**src/rtl/seq_divider_if.sv**
```systemverilog
// seq_divider_if: start/busy/done handshake and operand/result bus of the sequential divider.
// The master modport belongs to the requester and the slave modport to the divider.
interface seq_divider_if #(
  parameter int WIDTH = 8
);
  logic             start;
  logic [WIDTH-1:0] dividend;
  logic [WIDTH-1:0] divisor;
  logic             busy;
  logic             done;
  logic [WIDTH-1:0] quo;
  logic [WIDTH-1:0] rem;
  logic             div_by_zero;

  modport master (
    output start, dividend, divisor,
    input  busy, done, quo, rem, div_by_zero
  );

  modport slave (
    input  start, dividend, divisor,
    output busy, done, quo, rem, div_by_zero
  );
endinterface

```
**src/rtl/seq_divider.sv**
```systemverilog
// seq_divider: restoring divider producing one quotient bit per clock, with divide-by-zero detection.
// Define SIGNED_DIV_EN for two's-complement operands and results; otherwise it is purely unsigned.
module seq_divider #(
  parameter int WIDTH = 8
) (
  input logic          clk,
  input logic          rst_n,
  seq_divider_if.slave bus
);
  localparam int CNT_W = $clog2(WIDTH);
  localparam logic [CNT_W-1:0] CNT_LAST = CNT_W'(WIDTH - 1);

  localparam logic [1:0] ST_IDLE = 2'b00;
  localparam logic [1:0] ST_CALC = 2'b01;
  localparam logic [1:0] ST_DONE = 2'b10;

  logic [1:0]       state_r;
  logic [CNT_W-1:0] cnt_r;
  logic [WIDTH-1:0] dvd_r;
  logic [WIDTH-1:0] dvs_r;
  logic [WIDTH-1:0] prem_r;
  logic             busy_r;
  logic             done_r;
  logic             dbz_r;
  logic [WIDTH-1:0] quo_r;
  logic [WIDTH-1:0] rem_r;

  logic             accept_s;
  logic             div_zero_s;
  logic [WIDTH-1:0] dvd_mag_s;
  logic [WIDTH-1:0] dvs_mag_s;
  logic [WIDTH:0]   shift_s;
  logic [WIDTH:0]   diff_s;
  logic             qbit_s;
  logic [WIDTH-1:0] prem_next_s;
  logic [WIDTH-1:0] quo_next_s;
  logic [WIDTH-1:0] quo_fix_s;
  logic [WIDTH-1:0] rem_fix_s;

  assign accept_s   = bus.start & (state_r != ST_CALC);
  assign div_zero_s = (bus.divisor == '0);

  // One restoring step; the WIDTH+1 bit shifted value carries the partial remainder overflow bit.
  always_comb begin
    shift_s     = {prem_r, dvd_r[WIDTH-1]};
    diff_s      = shift_s - {1'b0, dvs_r};
    qbit_s      = ~diff_s[WIDTH];
    prem_next_s = '0;
    if (qbit_s) begin
      prem_next_s = diff_s[WIDTH-1:0];
    end else begin
      prem_next_s = shift_s[WIDTH-1:0];
    end
    quo_next_s  = {dvd_r[WIDTH-2:0], qbit_s};
  end

`ifdef SIGNED_DIV_EN
  logic neg_quo_r;
  logic neg_rem_r;

  // Magnitudes feed the unsigned core; MIN maps onto itself, which is its correct unsigned magnitude.
  always_comb begin
    dvd_mag_s = bus.dividend;
    dvs_mag_s = bus.divisor;
    quo_fix_s = quo_next_s;
    rem_fix_s = prem_next_s;
    if (bus.dividend[WIDTH-1]) begin
      dvd_mag_s = WIDTH'(~bus.dividend + 1'b1);
    end else begin
      dvd_mag_s = bus.dividend;
    end
    if (bus.divisor[WIDTH-1]) begin
      dvs_mag_s = WIDTH'(~bus.divisor + 1'b1);
    end else begin
      dvs_mag_s = bus.divisor;
    end
    if (neg_quo_r) begin
      quo_fix_s = WIDTH'(~quo_next_s + 1'b1);
    end else begin
      quo_fix_s = quo_next_s;
    end
    if (neg_rem_r) begin
      rem_fix_s = WIDTH'(~prem_next_s + 1'b1);
    end else begin
      rem_fix_s = prem_next_s;
    end
  end

  // Result sign flags captured with the operands.
  always_ff @(posedge clk or negedge rst_n) begin
    if (!rst_n) begin
      neg_quo_r <= 1'b0;
      neg_rem_r <= 1'b0;
    end else if (accept_s) begin
      neg_quo_r <= bus.dividend[WIDTH-1] ^ bus.divisor[WIDTH-1];
      neg_rem_r <= bus.dividend[WIDTH-1];
    end else begin
      neg_quo_r <= neg_quo_r;
      neg_rem_r <= neg_rem_r;
    end
  end
`else
  assign dvd_mag_s = bus.dividend;
  assign dvs_mag_s = bus.divisor;
  assign quo_fix_s = quo_next_s;
  assign rem_fix_s = prem_next_s;
`endif

  // Control FSM, iteration datapath and registered result outputs.
  always_ff @(posedge clk or negedge rst_n) begin
    if (!rst_n) begin
      state_r <= ST_IDLE;
      cnt_r   <= '0;
      dvd_r   <= '0;
      dvs_r   <= '0;
      prem_r  <= '0;
      busy_r  <= 1'b0;
      done_r  <= 1'b0;
      dbz_r   <= 1'b0;
      quo_r   <= '0;
      rem_r   <= '0;
    end else begin
      case (state_r)
        ST_IDLE, ST_DONE: begin
          done_r <= 1'b0;
          if (accept_s) begin
            dvd_r  <= dvd_mag_s;
            dvs_r  <= dvs_mag_s;
            prem_r <= '0;
            cnt_r  <= '0;
            if (div_zero_s) begin
              // No iterations needed: results are fixed by definition.
              state_r <= ST_DONE;
              done_r  <= 1'b1;
              quo_r   <= '1;
              rem_r   <= bus.dividend;
              dbz_r   <= 1'b1;
            end else begin
              state_r <= ST_CALC;
              busy_r  <= 1'b1;
            end
          end else begin
            state_r <= ST_IDLE;
          end
        end
        ST_CALC: begin
          prem_r <= prem_next_s;
          dvd_r  <= quo_next_s;
          cnt_r  <= cnt_r + 1'b1;
          if (cnt_r == CNT_LAST) begin
            state_r <= ST_DONE;
            busy_r  <= 1'b0;
            done_r  <= 1'b1;
            quo_r   <= quo_fix_s;
            rem_r   <= rem_fix_s;
            dbz_r   <= 1'b0;
          end else begin
            state_r <= ST_CALC;
          end
        end
        default: begin
          state_r <= ST_IDLE;
          busy_r  <= 1'b0;
          done_r  <= 1'b0;
        end
      endcase
    end
  end

  assign bus.busy        = busy_r;
  assign bus.done        = done_r;
  assign bus.quo         = quo_r;
  assign bus.rem         = rem_r;
  assign bus.div_by_zero = dbz_r;
endmodule

```
**src/flat_wrapper.sv**
```systemverilog
// flat-port wrapper written by rule: the top's interface ports become plain ports
module seq_divider_flat 
#(
  parameter int WIDTH = 8
)
  (clk, rst_n, bus_start, bus_dividend, bus_divisor, bus_busy, bus_done, bus_quo, bus_rem, bus_div_by_zero);
  seq_divider_if #(.WIDTH(WIDTH)) bus_i ();
  input logic clk;
  input logic rst_n;
  input wire logic [$bits(bus_i.start)-1:0] bus_start;
  input wire logic [$bits(bus_i.dividend)-1:0] bus_dividend;
  input wire logic [$bits(bus_i.divisor)-1:0] bus_divisor;
  output wire logic [$bits(bus_i.busy)-1:0] bus_busy;
  output wire logic [$bits(bus_i.done)-1:0] bus_done;
  output wire logic [$bits(bus_i.quo)-1:0] bus_quo;
  output wire logic [$bits(bus_i.rem)-1:0] bus_rem;
  output wire logic [$bits(bus_i.div_by_zero)-1:0] bus_div_by_zero;
  assign bus_i.start = bus_start;
  assign bus_i.dividend = bus_dividend;
  assign bus_i.divisor = bus_divisor;
  assign bus_busy = bus_i.busy;
  assign bus_done = bus_i.done;
  assign bus_quo = bus_i.quo;
  assign bus_rem = bus_i.rem;
  assign bus_div_by_zero = bus_i.div_by_zero;
  seq_divider #(.WIDTH(WIDTH)) u_core (.clk(clk), .rst_n(rst_n), .bus(bus_i));
endmodule
```
**config.mk**
```make
export PLATFORM = sky130hd
export DESIGN_NAME = seq_divider_flat
export DESIGN_NICKNAME = d
export VERILOG_FILES = /design/src/rtl/seq_divider_if.sv /design/src/rtl/seq_divider.sv /design/src/flat_wrapper.sv
export SDC_FILE = /design/constraint.sdc
export NUM_CORES = 1
export LEC_CHECK = 0
export CAP_MARGIN = 20
export CORE_UTILIZATION = 30
export DETAILED_ROUTE_END_ITERATION = 8
export MAX_ROUTING_LAYER = met4
export PLACE_DENSITY = 0.55
export RECOVER_POWER = 50
export SYNTH_ARGS = -nofsm -noshare
export SYNTH_HDL_FRONTEND = slang
export SYNTH_SLANG_ARGS = --single-unit
```
**constraint.sdc**
```tcl
create_clock -name clk -period 4.9 [get_ports clk]
set_clock_uncertainty 0.2 [all_clocks]
set_input_delay 0.49 -clock clk [delete_from_list [all_inputs] [get_ports clk]]
set_output_delay 0.49 -clock clk [all_outputs]
set_load 0.1 [all_outputs]
```
### Signal wires on met3, run 1

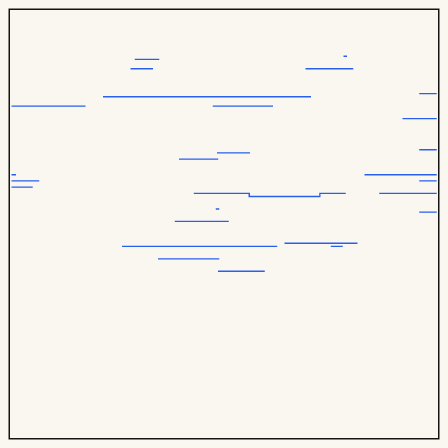
wire length on this layer: 289 um
main direction: horizontal
nets with wire on the layer: 21
longest straight run: 45.1 um
share of all routed wire: 4.7%
Routed Wire Length: 6.15 mm
detailed-route via count: 1987

### I/O pins on the die edge, run 1

Pins as bars across the die edge, other pins in gray.
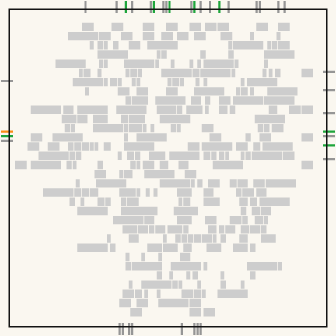
| port | color | pins | direction | edge |
|---|---|---|---|---|
| bus_done | orange | 1 | output | left |
| bus_dividend | green | 8 | input | 5 top, 2 right, 1 left |
all pins by edge: 19 top, 8 bottom, 7 right, 4 left
PortBufs: 37
Vert. Die Dim: 93.4 um
die extent in x: 93.4 um

==> run summary, run 1 <==
Synthesis and PnR results.

- The number of warnings in the stage logs reads 26.
- The primary flip-flop cell chosen by synthesis mapping reads dfrtp_1.
- The minimum clock period is 3160 ps.
- For the worst min-delay path, the startpoint reported by OpenROAD is u_core.bus.div_by_zero$_DFFE_PN0P_.
- The synthesized netlist cell count reads 263.
- The floorplan die area reads roughly 8700 um2.
- The number of nets in the synthesized netlist is roughly 290.
- Per the synthesis report, the dominant area consumer among library cells is dfrtp_1.
- The report lists the cells along the critical path as dlygate4sd3_1 -> clkbuf_1 -> clkbuf_1.
- Of the available clock period, the critical path in the final layout requires 0.645.
- The number of sinks on the clock net reads about 48.
- The fraction of post-synthesis cell area in the top cell type by area reads 0.479.
- The final reports fail on max-capacitance violations, max-slew violations.
- The number of buffers created by CTS reads 5.
- The first-pass GRT wire length is between 10 and 15 mm.
- The data arrival time of the critical path reads between 3000 and 4000 ps.
- The number of antenna-violating nets in the routed design is 0.
- For the worst-skew pair, the clock arrives at the later sink with an insertion delay of ~300 ps.
- The cell with the most instances after synthesis is nand2_1.
- The starting utilization of the core area reads 0.318.
- STA reports a reg2reg setup slack of between 1500 and 2000 ps.
- The antenna diode count is 0.
- The total of max-cap violations reads 1.
- Measured in cells, the most critical reg-to-reg path has a length of 10.
- Setup repair after global routing left no endpoint under its margin.
- The floorplan has 32 rows.
- The synthesized design contains 0 enable-type register cells.
- The count of cells resized by post-cts repair is 0.
- The cell type with the highest occurrence count on the critical path reads clkbuf_1.
- The root buffer selected by CTS is clkbuf_8.
- The pre-antenna-repair detailed-routing pass consisted of 4 iterations.
- After routing the design area is 3070 um2.
- The worst-case headroom to the max-slew limit reads -0.0845.
- The number of violations reported at the end of detailed-routing iteration 0 is roughly 160.
- The number of pins exceeding their max-slew limit in the final report is 30.
- The overflow left after global routing reads 0.
- The synthesis-to-layout area growth reads 22.6%.
- The worst setup path is of the primary input to async pin kind.
- The area figure in the yosys stat output is approximately 2500 um2.
- The worst setup path is launched from a primary input.
- The cell count listed in synth_stat.txt reads about 260.
- The largest fanout on the critical path is 29.
- The count of final hold-check violations is 0.
- The final weighted congestion in routability-driven placement reads 0.772.
- The post-synthesis cell area is about 2500 um2.
- The sum of negative setup slack is 0 ps.
- After detailed routing, the number of remaining DRC violations is 0.
- Looking at the clock tree report, the maximum root-to-sink buffer count equals 2.
- After synthesis, the netlist uses 45 different library cells.
- The post-synthesis sequential area ratio is 0.479.
- The initial antenna violation count is 0.
- For this sky-water flow run, the detailed-routed wirelength per cell is reported as about 15 um.
- The core area reads around 8000 um2.
- The average footprint of a synthesized cell reads between 9 and 10 um2.
- The fraction of final layout cells with drive strength greater than 1 is 0.0638.
- Note that the worst hold path type here is flop to flop.
- The post-placement cell count reads approximately 390.
- Ranked by instance count, the synthesized netlist is headed by nand2_1 (51), dfrtp_1 (48), o21ai_0 (33).
- According to the finish report, the design has a final net count of about 330.
- The startpoint of the most critical register-to-register path is u_core.dvd_r[7]$_DFFE_PN0P_.
- The cell at the slowest stage of the critical path reads clkbuf_1.
- The TritonCTS clock tree reads yes.
- The pin slew with the least headroom to its limit is ~1600 ps.
- The run finished, with violations left.
### Sequential cells colored by netlist name, run 1

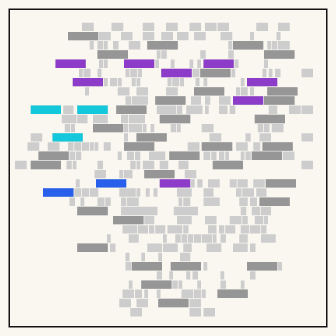
| signal | color | flops |
|---|---|---|
| u_core.cnt_r | cyan | 3 |
| u_core.state_r | blue | 2 |
| u_core.dvd_r | purple | 8 |
not colored: 35

## run 1: cells in the final DEF, fill, tap and decap left out, drive strengths merged, types with 7 or more instances in the layout
cell           count
mux2i             15
nand2             51
clkdlybuf4s50     34
nor2              13
ha                10
nor3               7
clkbuf             9
o21ai             33
a31oi              7
dfrtp             48
inv                9
## run 1: worst max-delay path by stage
stage | startpoint | endpoint | slack (ps)
finish | rst_n | u_core.state_r[0]$_DFF_PN0_ | 1740
global route | rst_n | u_core.dvd_r[7]$_DFFE_PN0P_ | 1230
CTS | u_core.dvd_r[7]$_DFFE_PN0P_ | u_core.bus.rem[2]$_DFFE_PN0P_ | 1920
detailed placement | u_core.dvd_r[7]$_DFFE_PN0P_ | u_core.bus.rem[2]$_DFFE_PN0P_ | 1940
global placement | u_core.dvd_r[7]$_DFFE_PN0P_ | u_core.bus.rem[2]$_DFFE_PN0P_ | 1950
floorplan | u_core.dvd_r[7]$_DFFE_PN0P_ | u_core.prem_r[7]$_DFFE_PN0P_ | 2440
## run 1: logic make-up after synthesis
group | Yosys count | synth area share
flops | 48 | 0.479
fa+ha+maj | 11 | 0.0579
compound gates | 71 | 0.180
simple gates | 87 | 0.153
xor+xnor | 5 | 0.0175
mux | 16 | 0.0644
buf+inv | 25 | 0.0484
## run 1: state kept, by name (all words and copies together) (netlist names)
register	flops
u_core.bus.busy	1
u_core.cnt_r	3
u_core.dvs_r	8
u_core.state_r	2
u_core.bus.done	1
u_core.dvd_r	8
u_core.bus.div_by_zero	1
u_core.bus.quo	8
u_core.prem_r	8
u_core.bus.rem	8
## run 1: routing by layer
| layer | track usage | wire length [um] | vias to the layer above |
|---|---|---|---|
| li1 | - | - | 986 |
| met1 | 0.204 | 2810 | 953 |
| met2 | 0.259 | 3010 | 43 |
| met3 | 0.0301 | 289 | 5 |
| met4 | 0.0346 | 43 | 0 |
| met5 | - | 0 | - |
## run 1: layout make-up
| cell class | count | area (um2) | share of cell area |
|---|---|---|---|
| Inverter | 9 | 33.8 | 0.0110 |
| Clock buffer | 6 | 82.6 | 0.0269 |
| Multi-Input combinational cell | 190 | 1180 | 0.385 |
| Sequential cell | 48 | 1200 | 0.391 |
| Timing Repair Buffer | 43 | 404 | 0.132 |
| Tap cell | 102 | 128 | 0.0415 |
| Clock inverter | 2 | 38.8 | 0.0126 |
## run 1: per-stage QoR
stage / setup WS (ps) / utilization / hold slack [ps]
6_report: 1740 / 0.389 / 282
3_5_place_dp: 1940 / 0.375 / 270
4_1_cts: 1920 / 0.392 / 291
5_1_grt: 1230 / 0.389 / 310
3_3_place_gp: 1950 / 0.373 / 261
2_1_floorplan: 2440 / - / -5.59
## run 1: worst max-delay path: cells and delay by family
family                 cells  cell delay [ps]
buffers and inverters      3             2570
## run 1: what timing repair did
item / in CTS / in global routing
endpoints found under the hold margin: 19 / 0
hold buffers: 1 / 0
buffers inserted: 0 / 0
### Congestion heat map, run 1

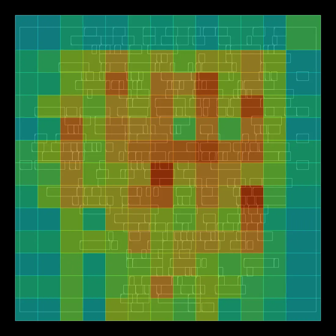

--- run 2 (diff from run 1) ---
Clock period 4.9 ns to 3.3 ns, I/O delays scaled along.
### Congestion heat map, run 2

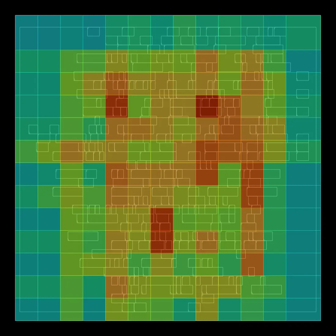
GR peak layer: met2
combined global-route utilization of all metal layers: 0.153
Final Util: 0.393
met1 track utilization from global routing: 0.199
global routing usage on met3: 0.0276

### I/O pins on the die edge, run 2

Pins as bars across the die edge, other pins in gray.
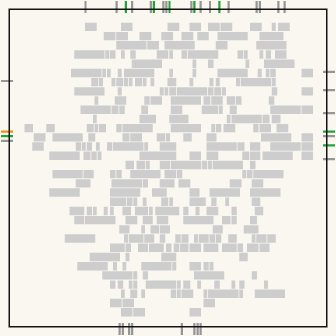
| port | color | pins | direction | edge |
|---|---|---|---|---|
| bus_done | orange | 1 | output | left |
| bus_dividend | green | 8 | input | 5 top, 2 right, 1 left |
all pins by edge: 19 top, 8 bottom, 7 right, 4 left

### Sequential cells colored by netlist name, run 2

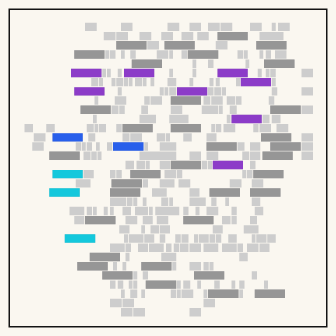
| signal | color | flops |
|---|---|---|
| u_core.cnt_r | cyan | 3 |
| u_core.dvd_r | purple | 8 |
| u_core.state_r | blue | 2 |
not colored: 35

==> run 2 against run 1 <==
Compared with the run above: synthesized area stayed put; highest routed layer unchanged; flip-flop count unchanged; die area unchanged; final cell count grew 0.75%; sequential share of layout area is 0.35 points lower; the flow now finishes without violations; synthesized cell count unchanged; cell area is 0.90% higher; core utilization increased by 0.35 points.
==> run summary, run 2 <==
Synthesis and PnR results.

- The flow ran to the end, and the final reports show no timing, DRC or antenna violations.
- The most frequently used library cell after synthesis is nand2_1.
- The largest fanout on the critical path is 8 (-72%).
- The floorplan row count reads 32 (unchanged).
- The y dimension of the die came to 93.4 um (unchanged).
- The initial antenna violation count is 0 (unchanged).
- According to the hold report, the worst path is of the flop to flop type.
- The data arrival time of the critical path is 2900 ps (-190 ps).
- The mean routed wirelength per cell was 15.2 um (-1.5%).
- The clock latency on the worst-skew pair is 310 ps (about the same).
- The core area reads 7890 um2 (unchanged).
- The number of iterations in the first detailed-routing pass is 4 (unchanged).
- Counting only logic cells after layout, the most numerous master is nand2_1.
- The post-synthesis cell area is 2510 um2 (unchanged).
- The via count was 2002 (+0.75%).
- The dominant combinational cell family by area after synthesis is AND-OR/OR-AND gates.
- The count of library flops with an enable pin reads 0 (unchanged).
- Ranking logic cells in the layout by count gives the top entries nand2_1 (51), dfrtp_1 (48), o21ai_0 (33), clkdlybuf4s50_1 (32), mux2i_1 (15).
- The net count entering floorplan is 293 (unchanged).
- Per the CTS log, the root buffer master is clkbuf_8.
- The number of remaining DRC errors reads 0 (unchanged).
- The synthesized-area fraction occupied by ao, oa, aoi and oai cells came to 0.180 (unchanged).
- Setup repair after global routing left no endpoint under its margin.
- The clock tree buffer depth reads 2 (unchanged).
- The primary flip-flop cell chosen by synthesis mapping reads dfrtp_1.
- The pin slew with the least headroom to its limit is 1050 ps (-574 ps).
- TritonCTS built the clock tree.
- The register-to-register path setup slack reads 350 ps (-1550 ps).
- The starting utilization of the core area is 0.318 (unchanged).
- The synthesized netlist cell count is 263 (unchanged).
==> run 2: cell counts after synthesis <==
Identical to the previous run, type by type.
==> run 2: cell families after synthesis <==
group | Yosys count
adder cells (fa/ha/maj) | 11
AND-OR/OR-AND | 71
XOR/XNOR | 5
buffers and inverters | 25
AND/OR/NAND/NOR | 87
flip-flops | 48
multiplexers | 16
==> run 2: area by class of cell <==
class	instances	area, um2	share of cell area
multi-input cells	190	1180	0.382
repair buffers	46	438	0.141
well taps	102	128	0.0412
clock inverters	3	46.3	0.0149
clock buffers	5	68.8	0.0222
flip-flops and latches	48	1200	0.388
inverters	9	33.8	0.0109
==> run 2: stage by stage <==
step	worst slack [ps]	instances	utilization	area, um2
floorplan	842	263	-	2510
global placement	355	393	0.375	2960
detailed placement	377	394	0.378	2980
CTS	336	403	0.394	3100
global route	180	403	0.393	3100
finish	352	403	0.393	3100
==> run 2: critical path: stages (launching register included) <==
cell and delay, ps:
dfrtp_1 380, inv_1 100, ha_1 170, inv_1 50
fa_1 430, a211oi_2 270, nor3_2 90, mux2i_1 170
nor2_2 270, buf_4 230, mux2i_1 310, o21ai_0 120
==> run 2: what timing repair did <==
action | in CTS | in global routing
setup endpoints to repair | 0 | 0
resized | 0 | 0
endpoints found under the hold margin | 12 | 0
hold buffers | 1 | 0
==> run 2: metal layers <==
| layer | GRT usage | up-vias | routed length (um) |
|---|---|---|---|
| met1 | 0.199 | 966 | 2780 |
| met5 | - | - | 0 |
| li1 | - | 995 | - |
| met2 | 0.248 | 35 | 3090 |
| met4 | 0.0372 | 0 | 51 |
| met3 | 0.0276 | 6 | 185 |
==> run 2: worst max-delay path by stage <==
stage                                      startpoint                       endpoint  slack (ps)  cells after the start
final                     u_core.dvd_r[7]$_DFFE_PN0P_   u_core.prem_r[1]$_DFFE_PN0P_         350                     11
after global routing      u_core.dvd_r[7]$_DFFE_PN0P_   u_core.prem_r[1]$_DFFE_PN0P_         180                     11
after CTS                 u_core.dvd_r[7]$_DFFE_PN0P_   u_core.prem_r[1]$_DFFE_PN0P_         340                     11
after detailed placement  u_core.dvd_r[7]$_DFFE_PN0P_  u_core.bus.rem[1]$_DFFE_PN0P_         380                     11
after global placement    u_core.dvd_r[7]$_DFFE_PN0P_  u_core.bus.rem[1]$_DFFE_PN0P_         360                     11
after floorplan           u_core.dvd_r[7]$_DFFE_PN0P_   u_core.prem_r[7]$_DFFE_PN0P_         840                     11
